**src/rtl/bcd_display_counter_if.sv**
```systemverilog
// Control/status bundle between the board top and the BCD display counter.
// Latency: none, plain wires grouped for port hygiene.
// Backpressure: none; all signals are level/pulse, no handshake.
interface bcd_display_counter_if #(
    parameter int DIGITS = 4
);
    logic                  run;
    logic                  up;
    logic                  clear;
    logic                  load;
    logic [4*DIGITS-1:0]   load_value;
    logic [4*DIGITS-1:0]   count_bcd;
    logic                  wrap;
    logic [7:0]            segments;
    logic [DIGITS-1:0]     enables;

    // Driver side: the controller producing commands and watching the display pins
    modport master (
        output run, up, clear, load, load_value,
        input  count_bcd, wrap, segments, enables
    );

    // Counter side
    modport slave (
        input  run, up, clear, load, load_value,
        output count_bcd, wrap, segments, enables
    );
endinterface

```
**src/rtl/bcd_display_counter.sv**
```systemverilog
// N-digit BCD up/down counter with multiplexed seven-segment driver, single clock domain.
// Latency: count/wrap update on the step/clear/load edge; segments/enables lag count and digit index by 1 cycle.
// Backpressure: none; stepping is gated by a clock-enable prescaler and the run input.
module bcd_display_counter #(
    parameter int DIGITS         = 4,
    parameter int TICK_DIV       = 50000000,
    parameter int SCAN_DIV       = 50000,
    parameter bit SEG_ACTIVE_LOW = 1'b1,
    parameter bit EN_ACTIVE_LOW  = 1'b1,
    parameter bit BLANK_LZ       = 1'b0
) (
    input  logic                   clk,
    input  logic                   reset,
    bcd_display_counter_if.slave   bus
);

    localparam int CW     = 4 * DIGITS;
    localparam int TICK_W = $clog2(TICK_DIV);
    localparam int SCAN_W = $clog2(SCAN_DIV);
    localparam int IDX_W  = (DIGITS > 1) ? $clog2(DIGITS) : 1;

    localparam logic [7:0]        SEG_OFF = SEG_ACTIVE_LOW ? 8'hFF : 8'h00;
    localparam logic [DIGITS-1:0] EN_OFF  = EN_ACTIVE_LOW ? {DIGITS{1'b1}} : {DIGITS{1'b0}};

    logic [TICK_W-1:0] tick_q, tick_d;
    logic [SCAN_W-1:0] scan_q, scan_d;
    logic [IDX_W-1:0]  idx_q, idx_d;
    logic [CW-1:0]     count_q, count_d;
    logic              wrap_q, wrap_d;
    logic [7:0]        seg_q, seg_d;
    logic [DIGITS-1:0] en_q, en_d;

    logic [CW-1:0]     inc_val, dec_val, load_clean;
    logic              carry, borrow;
    logic              step_opp;

    logic [3:0]        cur_dig;
    logic              zero_above, blank_cur;
    logic [6:0]        pattern;
    logic [DIGITS-1:0] en_onehot;

    // Active-high {g,f,e,d,c,b,a} pattern for one BCD digit
    function automatic logic [6:0] seg7(input logic [3:0] d);
        case (d)
            4'd0:    seg7 = 7'b0111111;
            4'd1:    seg7 = 7'b0000110;
            4'd2:    seg7 = 7'b1011011;
            4'd3:    seg7 = 7'b1001111;
            4'd4:    seg7 = 7'b1100110;
            4'd5:    seg7 = 7'b1101101;
            4'd6:    seg7 = 7'b1111101;
            4'd7:    seg7 = 7'b0000111;
            4'd8:    seg7 = 7'b1111111;
            4'd9:    seg7 = 7'b1101111;
            default: seg7 = 7'b0000000;
        endcase
    endfunction

    // Ripple carry/borrow candidates and saturated load value, computed every cycle
    always_comb begin
        inc_val    = count_q;
        dec_val    = count_q;
        load_clean = '0;
        carry      = 1'b1;
        borrow     = 1'b1;
        for (int i = 0; i < DIGITS; i++) begin
            if (carry) begin
                if (count_q[4*i +: 4] == 4'd9) begin
                    inc_val[4*i +: 4] = 4'd0;
                end else begin
                    inc_val[4*i +: 4] = count_q[4*i +: 4] + 4'd1;
                    carry             = 1'b0;
                end
            end
            if (borrow) begin
                if (count_q[4*i +: 4] == 4'd0) begin
                    dec_val[4*i +: 4] = 4'd9;
                end else begin
                    dec_val[4*i +: 4] = count_q[4*i +: 4] - 4'd1;
                    borrow            = 1'b0;
                end
            end
            // Non-BCD nibbles saturate to 9 so the count never holds an illegal digit
            load_clean[4*i +: 4] = (bus.load_value[4*i +: 4] > 4'd9) ? 4'd9 : bus.load_value[4*i +: 4];
        end
    end

    // Count/tick next state: clear > load > step; the prescaler keeps running while paused
    always_comb begin
        step_opp = (tick_q == TICK_W'(TICK_DIV - 1));
        tick_d   = tick_q;
        count_d  = count_q;
        wrap_d   = 1'b0;
        if (bus.clear) begin
            count_d = '0;
            tick_d  = '0;
        end else if (bus.load) begin
            count_d = load_clean;
            tick_d  = '0;
        end else begin
            tick_d = step_opp ? '0 : tick_q + 1'b1;
            if (step_opp && bus.run) begin
                count_d = bus.up ? inc_val : dec_val;
                wrap_d  = bus.up ? carry : borrow;
            end
        end
    end

    // Scan prescaler and digit index, independent of counting controls
    always_comb begin
        scan_d = (scan_q == SCAN_W'(SCAN_DIV - 1)) ? '0 : scan_q + 1'b1;
        idx_d  = idx_q;
        if (scan_q == SCAN_W'(SCAN_DIV - 1)) begin
            idx_d = (idx_q == IDX_W'(DIGITS - 1)) ? '0 : idx_q + 1'b1;
        end
    end

    // Digit mux, leading-zero blanking and polarity for the display registers
    always_comb begin
        cur_dig    = 4'd0;
        en_onehot  = '0;
        zero_above = 1'b1;
        blank_cur  = 1'b0;
        for (int i = 0; i < DIGITS; i++) begin
            if (idx_q == IDX_W'(i)) begin
                cur_dig      = count_q[4*i +: 4];
                en_onehot[i] = 1'b1;
            end
        end
        // Walk from the top digit down; digit 0 is never blanked
        for (int i = DIGITS - 1; i > 0; i--) begin
            zero_above = zero_above & (count_q[4*i +: 4] == 4'd0);
            if (BLANK_LZ && zero_above && (idx_q == IDX_W'(i))) begin
                blank_cur = 1'b1;
            end
        end
        pattern = blank_cur ? 7'b0000000 : seg7(cur_dig);
        seg_d   = SEG_ACTIVE_LOW ? ~{1'b0, pattern} : {1'b0, pattern};
        en_d    = EN_ACTIVE_LOW ? ~en_onehot : en_onehot;
    end

    // Counter state registers
    always_ff @(posedge clk) begin
        if (reset) begin
            tick_q  <= '0;
            count_q <= '0;
            wrap_q  <= 1'b0;
        end else begin
            tick_q  <= tick_d;
            count_q <= count_d;
            wrap_q  <= wrap_d;
        end
    end

    // Scan state and registered display outputs
    always_ff @(posedge clk) begin
        if (reset) begin
            scan_q <= '0;
            idx_q  <= '0;
            seg_q  <= SEG_OFF;
            en_q   <= EN_OFF;
        end else begin
            scan_q <= scan_d;
            idx_q  <= idx_d;
            seg_q  <= seg_d;
            en_q   <= en_d;
        end
    end

    assign bus.count_bcd = count_q;
    assign bus.wrap      = wrap_q;
    assign bus.segments  = seg_q;
    assign bus.enables   = en_q;

endmodule

```
**src/flat_wrapper.sv**
```systemverilog
// flat-port wrapper written by rule: the top's interface ports become plain ports
module bcd_display_counter_flat 
#(
    parameter int DIGITS         = 4,
    parameter int TICK_DIV       = 50000000,
    parameter int SCAN_DIV       = 50000,
    parameter bit SEG_ACTIVE_LOW = 1'b1,
    parameter bit EN_ACTIVE_LOW  = 1'b1,
    parameter bit BLANK_LZ       = 1'b0
)
  (clk, reset, bus_run, bus_up, bus_clear, bus_load, bus_load_value, bus_count_bcd, bus_wrap, bus_segments, bus_enables);
  bcd_display_counter_if #(.DIGITS(DIGITS)) bus_i ();
  input  logic clk;
  input  logic reset;
  input wire logic [$bits(bus_i.run)-1:0] bus_run;
  input wire logic [$bits(bus_i.up)-1:0] bus_up;
  input wire logic [$bits(bus_i.clear)-1:0] bus_clear;
  input wire logic [$bits(bus_i.load)-1:0] bus_load;
  input wire logic [$bits(bus_i.load_value)-1:0] bus_load_value;
  output wire logic [$bits(bus_i.count_bcd)-1:0] bus_count_bcd;
  output wire logic [$bits(bus_i.wrap)-1:0] bus_wrap;
  output wire logic [$bits(bus_i.segments)-1:0] bus_segments;
  output wire logic [$bits(bus_i.enables)-1:0] bus_enables;
  assign bus_i.run = bus_run;
  assign bus_i.up = bus_up;
  assign bus_i.clear = bus_clear;
  assign bus_i.load = bus_load;
  assign bus_i.load_value = bus_load_value;
  assign bus_count_bcd = bus_i.count_bcd;
  assign bus_wrap = bus_i.wrap;
  assign bus_segments = bus_i.segments;
  assign bus_enables = bus_i.enables;
  bcd_display_counter #(.DIGITS(DIGITS), .TICK_DIV(TICK_DIV), .SCAN_DIV(SCAN_DIV), .SEG_ACTIVE_LOW(SEG_ACTIVE_LOW), .EN_ACTIVE_LOW(EN_ACTIVE_LOW), .BLANK_LZ(BLANK_LZ)) u_core (.clk(clk), .reset(reset), .bus(bus_i));
endmodule
```
**config.mk**
```make
export PLATFORM = sky130hd
export DESIGN_NAME = bcd_display_counter_flat
export DESIGN_NICKNAME = d
export VERILOG_FILES = /design/src/rtl/bcd_display_counter_if.sv /design/src/rtl/bcd_display_counter.sv /design/src/flat_wrapper.sv
export SDC_FILE = /design/constraint.sdc
export NUM_CORES = 1
export LEC_CHECK = 0
export CORE_MARGIN = 5
export CORE_UTILIZATION = 51
export DETAILED_ROUTE_END_ITERATION = 10
export PLACE_DENSITY = 0.77
export SETUP_SLACK_MARGIN = 0.3
export SYNTH_ARGS = -nofsm -noshare
export SYNTH_HDL_FRONTEND = slang
export SYNTH_SLANG_ARGS = --single-unit
```
**constraint.sdc**
```tcl
create_clock -name clk -period 2.27 [get_ports clk]
set_clock_uncertainty 0.1 [all_clocks]
set_input_delay 0.227 -clock clk [delete_from_list [all_inputs] [get_ports clk]]
set_output_delay 0.227 -clock clk [all_outputs]
set_load 0.02 [all_outputs]
```
Fig. 1: run 1, signal wires on met1
Scale bar: 20 um. Cells faint in the background.
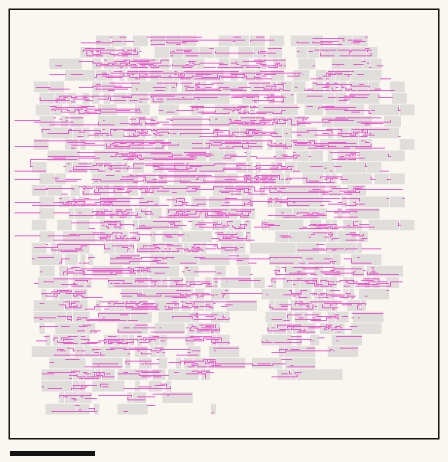
nets with wire on the layer	551
longest straight run	44.8 um
share of all routed wire	44%
wire length on this layer	4660 um
main direction	horizontal

Fig. 2: run 1, signal wires on met2
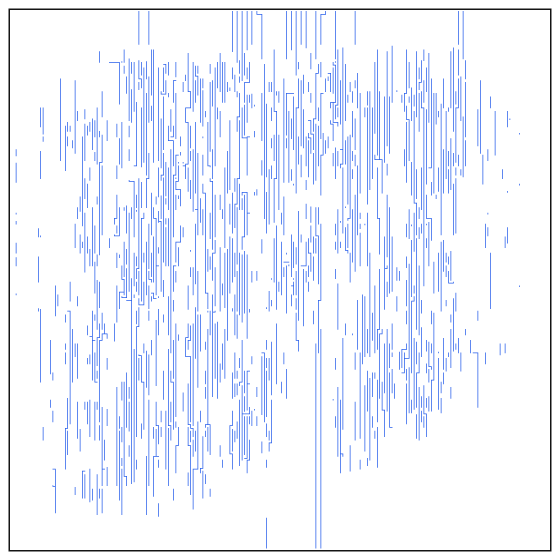
share of all routed wire	49%
longest straight run	41.0 um

Fig. 3: run 1, metal 3
Scale bar: 20 um.
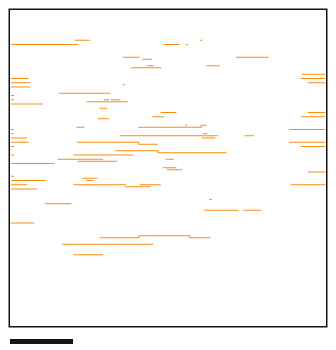
wire length on this layer	596 um
main direction	horizontal
met3 Resource Use GR: 5.81%
vias after detailed routing: 3920
routed wire length: 10700 um

-- run 1: final cells by class --
type	count	area, um2	share of cell area [%]
sequential	72	1470	26.5
clock buffer	9	124	2.24
timing repair buffer	92	842	15.2
clock inverter	7	101	1.83
inverter	14	57.6	1.04
multi-input combinational	388	2810	50.7
tap	105	131	2.37
-- run 1: synthesized netlist by cell type, types with 6 or more instances --
master                      n
sky130_fd_sc_hd__nor4_1    14
sky130_fd_sc_hd__nor3_1    17
sky130_fd_sc_hd__nand4_1    8
sky130_fd_sc_hd__nand2b_1   7
sky130_fd_sc_hd__buf_2      9
sky130_fd_sc_hd__clkbuf_1  23
sky130_fd_sc_hd__and2_1     6
sky130_fd_sc_hd__nor2_1    63
sky130_fd_sc_hd__nand3_1   16
sky130_fd_sc_hd__and4_1     8
sky130_fd_sc_hd__a21oi_1   20
sky130_fd_sc_hd__inv_1     14
sky130_fd_sc_hd__xnor2_1   31
sky130_fd_sc_hd__and3_1    11
sky130_fd_sc_hd__mux2i_1   11
sky130_fd_sc_hd__xor2_1    15
sky130_fd_sc_hd__nor2b_1    6
sky130_fd_sc_hd__ha_1      11
sky130_fd_sc_hd__nand2_1   44
sky130_fd_sc_hd__o21ai_0   23
sky130_fd_sc_hd__dfxtp_1   72
sky130_fd_sc_hd__o31ai_1    9
-- run 1: critical path, stage by stage (launching register included) --
cell	delay, ps
sky130_fd_sc_hd__dfxtp_4	380
sky130_fd_sc_hd__inv_4	80
sky130_fd_sc_hd__ha_4	140
sky130_fd_sc_hd__nand2_2	40
sky130_fd_sc_hd__o211a_1	220
sky130_fd_sc_hd__a221o_2	400
sky130_fd_sc_hd__ha_4	200
sky130_fd_sc_hd__nor4_4	240
sky130_fd_sc_hd__o31ai_1	90
==> impl_metrics.toml, run 1 <==
# implementation run metrics
[run_status]
outcome = "completed"

[synthesis]
yosys_warnings = 0
synthesis.area_per_instance_um2 = 8.24
syn-cell-area_um2 = 4230
ys_async_sr_fraction_pct = 0
yosys.cell_types.count = 65
synth.area.mux_share_pct = 2.60
post_synth_inst_count = 514
ys_sh_aoi_pct = 13.7

[timing]
finalHoldViolCount = 0
hold_slack_ps = 343
period_needed_ps = 2030
timing.max_slew.rel_slack_pct = 66.1

[final_layout]
design.final.nets = 610
filler_cell_count = 628
design_area_um2 = 5530

[grt]
grt_pass1_wl_um = 17500
pin_count_of_the_biggest_net_entering_global_routing = 20

[power_and_ir_drop]
power_mw = 2.85
seqPwrFrac_pct = 46.1
power.combinational.fraction_pct = 13.7

[cts]
cts-hold-fix-buffers = 0

[run]
stage_log_warnings = 36

[routing]
drt-met1-wl_um = 4660
routed.top_layer = "met4"

[hold_path]
timing.hold.worst.start = "u_core.tick_q[0]$_SDFF_PP0_"

[critical_path]
worst-r2r-setup-slack_ps = 240

[die]
row_count = 33
Fig. 4: run 1, M4 wires
Scale bar: 20 um.
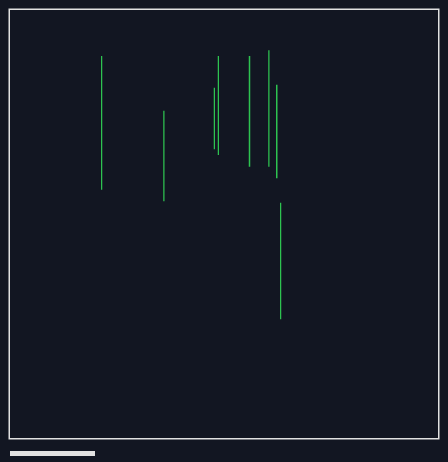

==> run 2: changes to the inputs <==
- CORE_MARGIN: 5 -> not set
- HOLD_SLACK_MARGIN: not set -> 0.12
Fig. 5: run 2, M4 wires
Scale bar: 20 um.
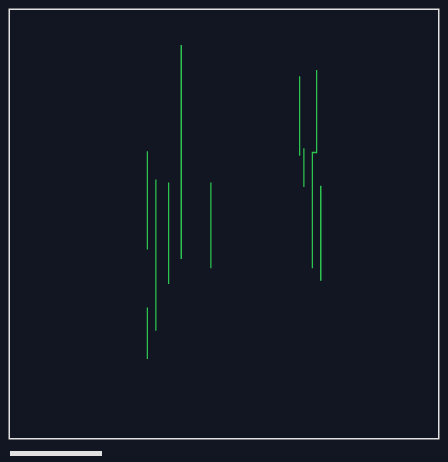
share of all routed wire	2.2%
longest straight run	46.2 um
routed wire length: 10700 um
vias after detailed routing: 3959

Fig. 6: run 2, metal 3
Scale bar: 20 um.
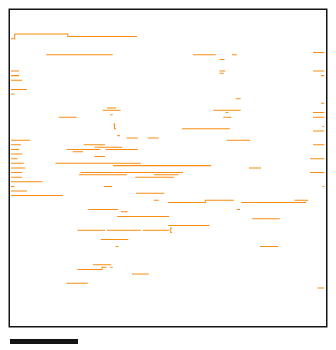
share of all routed wire	5.0%
wire length on this layer	540 um

Fig. 7: run 2, signal wires on met2
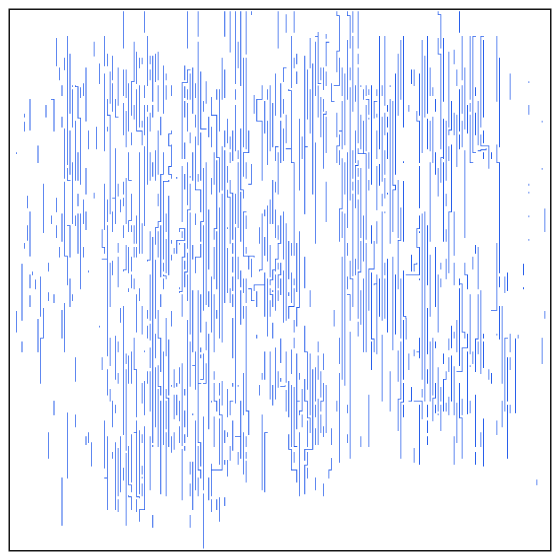
main direction	vertical
share of all routed wire	48%
nets with wire on the layer	507

==> run 2 against run 1 <==
  * Routed wire length rose by 0.71%
  * Utilization rose by 1.1 points
  * Critical path type unchanged
  * Die size down 15%
  * Cell area shrank 1.5%
  * Via count increased by 0.99%
==> impl_metrics.toml, run 2 <==
# implementation run metrics
[timing]
setup_viol = 0
hold_slack_ps = 338
timing.max_slew.rel_slack_pct = 63.7
finalHoldViolCount = 0

[critical_path]
cpPeakStageDelay_ps = 410
worst-path-buf-inv = 2
crit_chain = "inv_4, ha_4, buf_4, nand3b_1, a221oi_4, nor2_2, and3_2, o21ai_0"
timing.critical_path.max_delay_family = "simple AND/OR/NAND/NOR gates"
worst-r2r-setup-slack_ps = 200

[final_layout]
n_sequential_cell = 72
ff_latch_area_um2 = 1470
design_area_um2 = 5450
inv_count = 14
area_share_clock_buf_inv_pct = 4.02
filler_cell_count = 619
area.share.sequential_pct = 27.0
final-nonclk-buf-share_pct = 14.6
design.final.nets = 605
largestClassByArea = "logic gates"
comb_cells = 388
clock_buffers = 10
count_of_plain_and_timing_repair_buffers = 87
logic_area_um2 = 2780

[synthesis]
ys_async_sr_fraction_pct = 0
synthesis.area_per_instance_um2 = 8.24
ys_sh_aoi_pct = 13.7
synth.most_common_cell = "sky130_fd_sc_hd__dfxtp_1"
yosys_warnings = 0
synth.area.mux_share_pct = 2.60
common_cells = "72 x sky130_fd_sc_hd__dfxtp_1, 63 x sky130_fd_sc_hd__nor2_1, 44 x sky130_fd_sc_hd__nand2_1"
syn-cell-area_um2 = 4230
yosys.cell_types.count = 65
post_synth_inst_count = 514

[routing]
routed.top_layer = "met4"

[grt]
pin_count_of_the_biggest_net_entering_global_routing = 33
grt.met3_usage_pct = 4.39

[run]
stage_log_warnings = 36

[hold_path]
timing.hold.worst.start = "u_core.tick_q[0]$_SDFF_PP0_"

[die]
taps = 102
row_count = 32
fp.dieArea_um2 = 8670
die_height_um = 93.1

[cts]
cts-hold-fix-buffers = 0

[power_and_ir_drop]
power.combinational.fraction_pct = 13.5

[run_status]
outcome = "completed"
run 2: metrics by stage:
| stage | utilization (%) | setup slack (ps) | std cells | total power, mW |
|---|---|---|---|---|
| 4_1_cts | 66.8 | 255 | 670 | 2.82 |
| 2_1_floorplan | - | 276 | 514 | 1.56 |
| 5_1_grt | 69.1 | 142 | 678 | 2.94 |
| 3_3_place_gp | 62.0 | 185 | 649 | 1.69 |
| 3_5_place_dp | 62.0 | 135 | 649 | 1.69 |
| 6_report | 69.1 | 198 | 678 | 2.83 |
run 2: power by group through the flow:
stage / sequential (mW) / clock, mW / combinational (mW)
after floorplan: 1.36 / 0 / 0.201
after global placement: 1.34 / 0 / 0.343
after detailed placement: 1.34 / 0 / 0.349
after CTS: 1.31 / 1.15 / 0.363
after global routing: 1.32 / 1.21 / 0.410
final: 1.31 / 1.13 / 0.382
run 2: worst max path at each step:
stage,startpoint,end,slack (ps),cells after the start
after floorplan,u_core.bus.count_bcd[10]$_SDFFE_PP0P_,u_core.bus.count_bcd[15]$_SDFFE_PP0P_,280,6
after global placement,bus_up,u_core.bus.count_bcd[4]$_SDFFE_PP0P_,180,7
after detailed placement,bus_up,u_core.bus.count_bcd[4]$_SDFFE_PP0P_,130,7
after CTS,u_core.idx_q[0]$_SDFFE_PP0P_,u_core.bus.segments[0]$_SDFF_PP1_,250,8
after global routing,u_core.idx_q[0]$_SDFFE_PP0P_,u_core.bus.segments[2]$_SDFF_PP1_,140,8
final,u_core.idx_q[0]$_SDFFE_PP0P_,u_core.bus.segments[2]$_SDFF_PP1_,200,8
run 2: repair_timing:
action | in CTS | in global routing
buffers inserted | 6 | 8
resized | 24 | 42
pin swaps | 6 | 29
endpoints found under the setup margin | 44 | 35
==> run 3: changes to the inputs <==
- CELL_PAD_IN_SITES_DETAIL_PLACEMENT: not set -> 0
- CELL_PAD_IN_SITES_GLOBAL_PLACEMENT: not set -> 1
- CORE_UTILIZATION: 51 -> 38
- PLACE_DENSITY: 0.77 -> 0.85
Fig. 8: run 3, metal 3
Scale bar: 20 um.
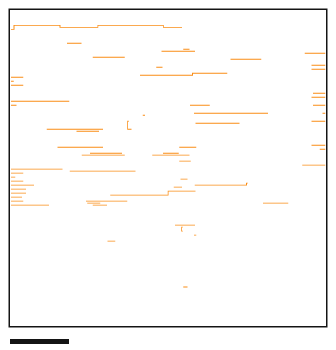
nets with wire on the layer	56
share of all routed wire	5.0%
longest straight run	24.8 um
main direction	horizontal

Fig. 9: run 3, signal wires on met2
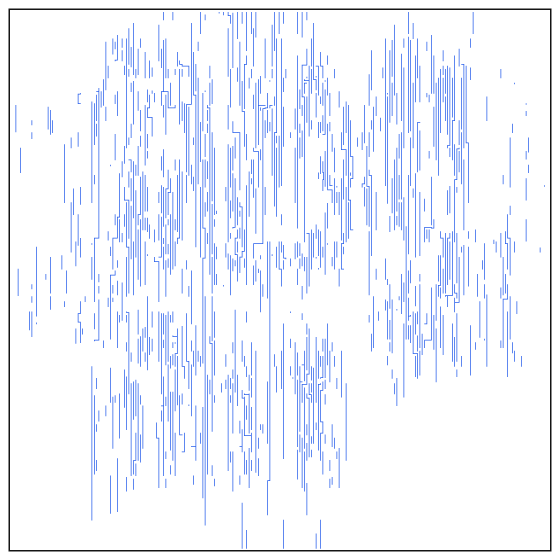
longest straight run	47.6 um
nets with wire on the layer	507
share of all routed wire	47%
wire length on this layer	5010 um
main direction	vertical

Fig. 10: run 3, sizing map
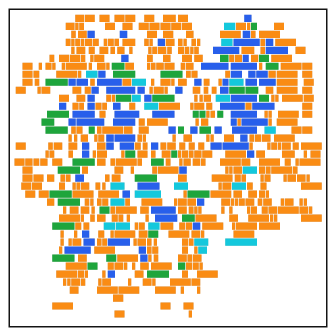
colour	size	cells
green	x2	40
blue	x3 and x4	76
orange	x1 and smaller	446
cyan	x6 and larger	21

==> run 3 against run 2 <==
  * Register-to-register slack better by 50 ps
  * Routed wire length about the same
  * Die size up 33%
  * Worst setup slack better by 53 ps
  * Non-clock buffer count increased by 5
  * Worst hold slack improved by 19 ps
  * Sequential share of layout area fell by 0.96 points
  * Sequential cell count unchanged
  * Final cell count increased by 6.6%
==> impl_metrics.toml, run 3 <==
# implementation run metrics
[run_status]
outcome = "completed"

[cts]
cts-hold-fix-buffers = 0
cts_setup_buffers = 6
cts_resized = 34

[timing]
setup_viol = 0
finalHoldViolCount = 0
layout_setup_ws_ps = 251
period_needed_ps = 2020
hold_slack_ps = 357
period_used_pct = 89.0

[synthesis]
ys_async_sr_fraction_pct = 0
yosys_warnings = 0
syn-cell-area_um2 = 4230
common_cells = "72 x sky130_fd_sc_hd__dfxtp_1, 63 x sky130_fd_sc_hd__nor2_1, 44 x sky130_fd_sc_hd__nand2_1"
synth.most_common_cell = "sky130_fd_sc_hd__dfxtp_1"
synthesis.area_per_instance_um2 = 8.24

[placed_design]
dpl.cell_count = 688

[power_and_ir_drop]
seqPwrFrac_pct = 46.6
power_mw = 2.82
power.combinational.fraction_pct = 14.3
seq_power_mw = 1.31
pg_clk_mw = 1.10
maxPowerGroup = "sequential cells"

[die]
row_count = 38
fp.dieArea_um2 = 11600
die_height_um = 108

[grt]
pin_count_of_the_biggest_net_entering_global_routing = 27
grt_pass1_wl_um = 17000

[critical_path]
crit_chain = "inv_4, ha_4, nand2_2, o211a_1, a221o_2, inv_4, ha_4, nor3_2, o31ai_1"
cpPeakStageDelay_ps = 410
critical-path-slowest-cell = "sky130_fd_sc_hd__a221o_2"
worst-path-buf-inv = 2

[run]
stage_log_warnings = 36

[final_layout]
postLayoutCoreUtil_pct = 52.1
instances_no_fill = 723
design.final.nets = 611
design_area_um2 = 5650

[routing]
drt-met1-wl_um = 5040
routed.top_layer = "met4"
## run 3: cell counts after synthesis
Identical to the previous run, type by type.
## run 3: cells by family after synthesis
logic type / share of synthesized area [%]
adder cells (fa/ha/maj): 3.25
AND/OR/NAND/NOR: 31.0
multiplexers: 2.60
flip-flops: 34.0
buffers and inverters: 5.79
XOR/XNOR: 9.52
other: 0.0886
AND-OR/OR-AND: 13.7
## run 3: path summary, 6_finish.rpt
check | start | end | slack (ps) | depth (start not counted)
worst max register to register | u_core.idx_q[1]$_SDFFE_PP0P_ | u_core.bus.segments[3]$_SDFF_PP1_ | 250 | 9
worst max-delay path | u_core.idx_q[1]$_SDFFE_PP0P_ | u_core.bus.segments[3]$_SDFF_PP1_ | 250 | 9
worst min register to register | u_core.scan_q[0]$_SDFF_PP0_ | u_core.scan_q[0]$_SDFF_PP0_ | 360 | 1
worst min-delay path | u_core.scan_q[0]$_SDFF_PP0_ | u_core.scan_q[0]$_SDFF_PP0_ | 360 | 1
## run 3: layout make-up
class	instances	area [um2]
tap	140	175
sequential	72	1470
clock buffer	11	151
fill	1001	5190
timing repair buffer	92	858
inverter	14	60.1
multi-input combinational	389	2870
clock inverter	5	62.6
## run 3: worst reg2reg max path, cell delays in order, from the launching register on
cell	delay [ps]
sky130_fd_sc_hd__dfxtp_4	390
sky130_fd_sc_hd__inv_4	80
sky130_fd_sc_hd__ha_4	150
sky130_fd_sc_hd__nand2_2	40
sky130_fd_sc_hd__o211a_1	220
sky130_fd_sc_hd__a221o_2	410
sky130_fd_sc_hd__inv_4	120
sky130_fd_sc_hd__ha_4	200
sky130_fd_sc_hd__nor3_2	100
sky130_fd_sc_hd__o31ai_1	90
Power figures rest on the tool's default switching activity, not on a simulated workload.
